==> config.mk <==
export PLATFORM = sky130hd
export DESIGN_NAME = screen_write_sched
export DESIGN_NICKNAME = d
export VERILOG_FILES = /design/src/rtl/screen_write_sched.sv
export SDC_FILE = /design/constraint.sdc
export NUM_CORES = 1
export LEC_CHECK = 0
export CORE_MARGIN = 3
export CORE_UTILIZATION = 40
export DETAILED_ROUTE_END_ITERATION = 8
export GPL_TIMING_DRIVEN = 0
export PLACE_DENSITY = 0.72
export SYNTH_ARGS = -nofsm -noshare
export SYNTH_HDL_FRONTEND = slang
export SYNTH_SLANG_ARGS = --single-unit
==> constraint.sdc <==
create_clock -name clk_i -period 4.2 [get_ports clk_i]
set_input_delay 0.42 -clock clk_i [delete_from_list [all_inputs] [get_ports clk_i]]
set_output_delay 0.42 -clock clk_i [all_outputs]
set_load 0.02 [all_outputs]
logic_types.png
Bar = 20 um.
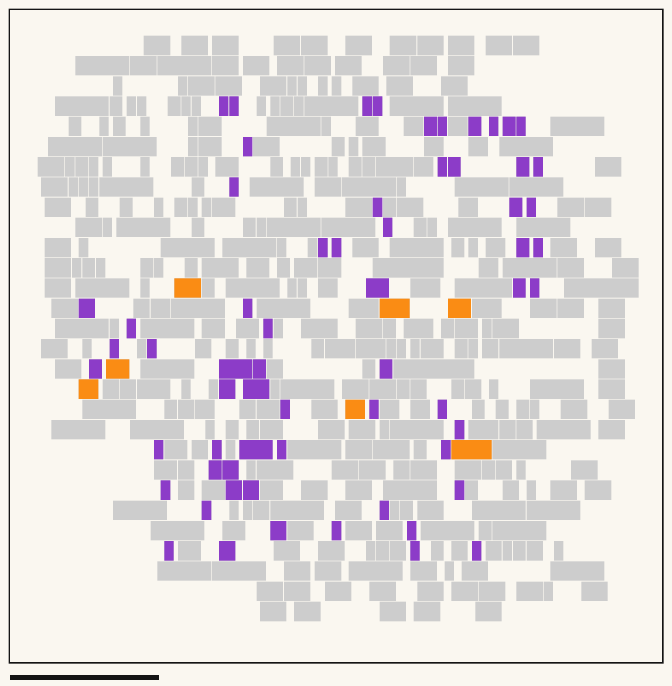
- purple: NOR gates (cells 63; most used nor2_1)
- orange: AND-OR and OR-AND gates (cells 7)
Top cell excl fill/tap: clkdlybuf4s50_1
Final Non-Filler Cells: 504
combinational share of cell area: 0.378

congestion.png
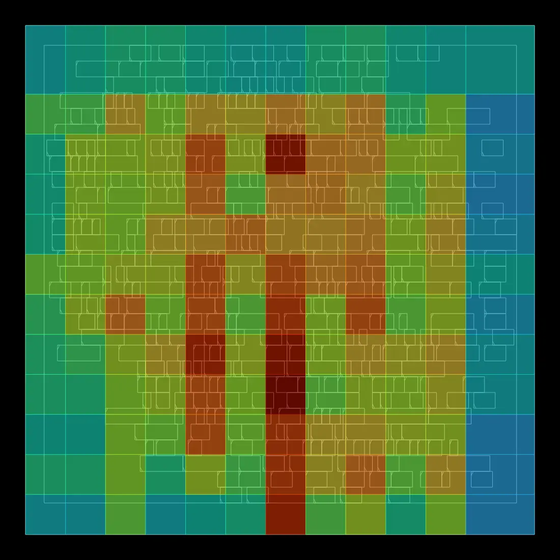
GRT Overall Usage: 0.195
post-DR wirelength/cell: 15.1 um
gr busiest metal: met2
post-route core utilization: 0.590

cell_density.png
9 x 9 tiles, from dark blue (low) to red (high), 0 to 100% covered.
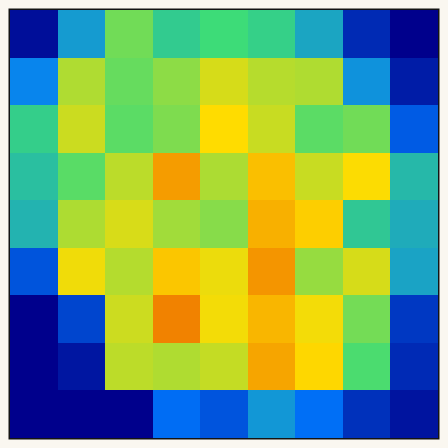
- tiles over 75% full: 12%
- mean over tiles: 48%
- emptiest ninth of the die: south-west
core area: 0.00642 mm^2
fp util: 0.416

wires.png
Bar = 20 um.
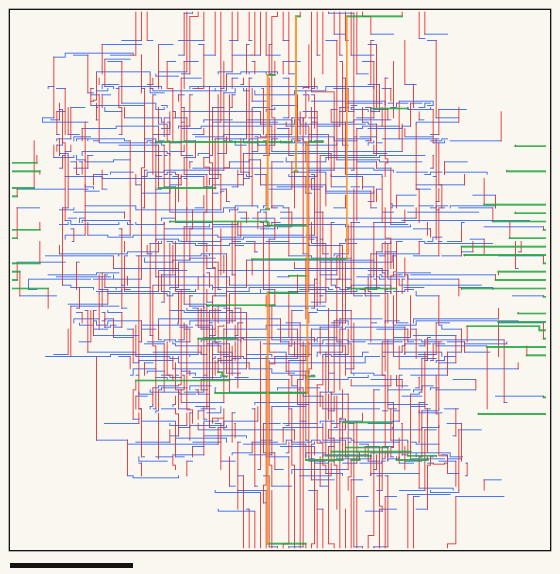
- orange: metal 4 (wire length 168 um)
- green: metal 3 (wire length 389 um)
- red: metal 2 (wire length 3600 um)
- blue: metal 1 (wire length 3450 um)
DR vias: 2697
Total Wirelength: 7.61 mm

==> impl_metrics.tcl <==
# yosys + openroad results
set metrics [dict create \
    cp.depth 7 \
    finalPower_w 0.00117 \
    place_hpwl_mm 5.88 \
    finalClockSkew_ns 0.00431 \
    clk_path_buf_depth 2 \
    nFillCells 609 \
    crit_path_end_kind "primary output" \
    worstHoldPathType "flop to flop" \
    swShare 0.269 \
    regArea_mm2 0.00108 \
    met3_usage 0.0348 \
    p_leak_nw 1.35 \
    flops 54 \
    cts_setup_buffers 0 \
    power_frac_comb 0.224 \
    overflow 0 \
    tightest_slew_ns 0.543 \
    xor_area_frac 0.0360 \
    grt_max_degree 17 \
    drt-vias-per-instance 5.35 \
    final_area_mm2 0.00379 \
    period_needed_ns 2.78 \
    cp_max_fo 10 \
    ys_seq_frac 0.404 \
    grt_pass1_wl_mm 11.8 \
    ys_chip_area_mm2 0.00267 \
    grt_pass1_vias 2499 \
    netlist.top_cell.by_area "dfxtp_1" \
    postSynthCellCount 328 \
    status "completed" \
    top_cells_by_count "63 x nand2_1, 54 x dfxtp_1, 40 x nor2_1" \
    place_ws_ns 1.43 \
    synthAoiAreaFrac 0.186 \
    ys_sh_adder 0.00468 \
    logic_family "simple AND/OR/NAND/NOR gates" \
    ioPinCount 92 \
    fin_ws_ns 1.42 \
    top_area_frac 0.404 \
    fin_crit_sh 0.661 \
    numCtsBuffers 5 \
    ff_type "dfxtp_1" \
]
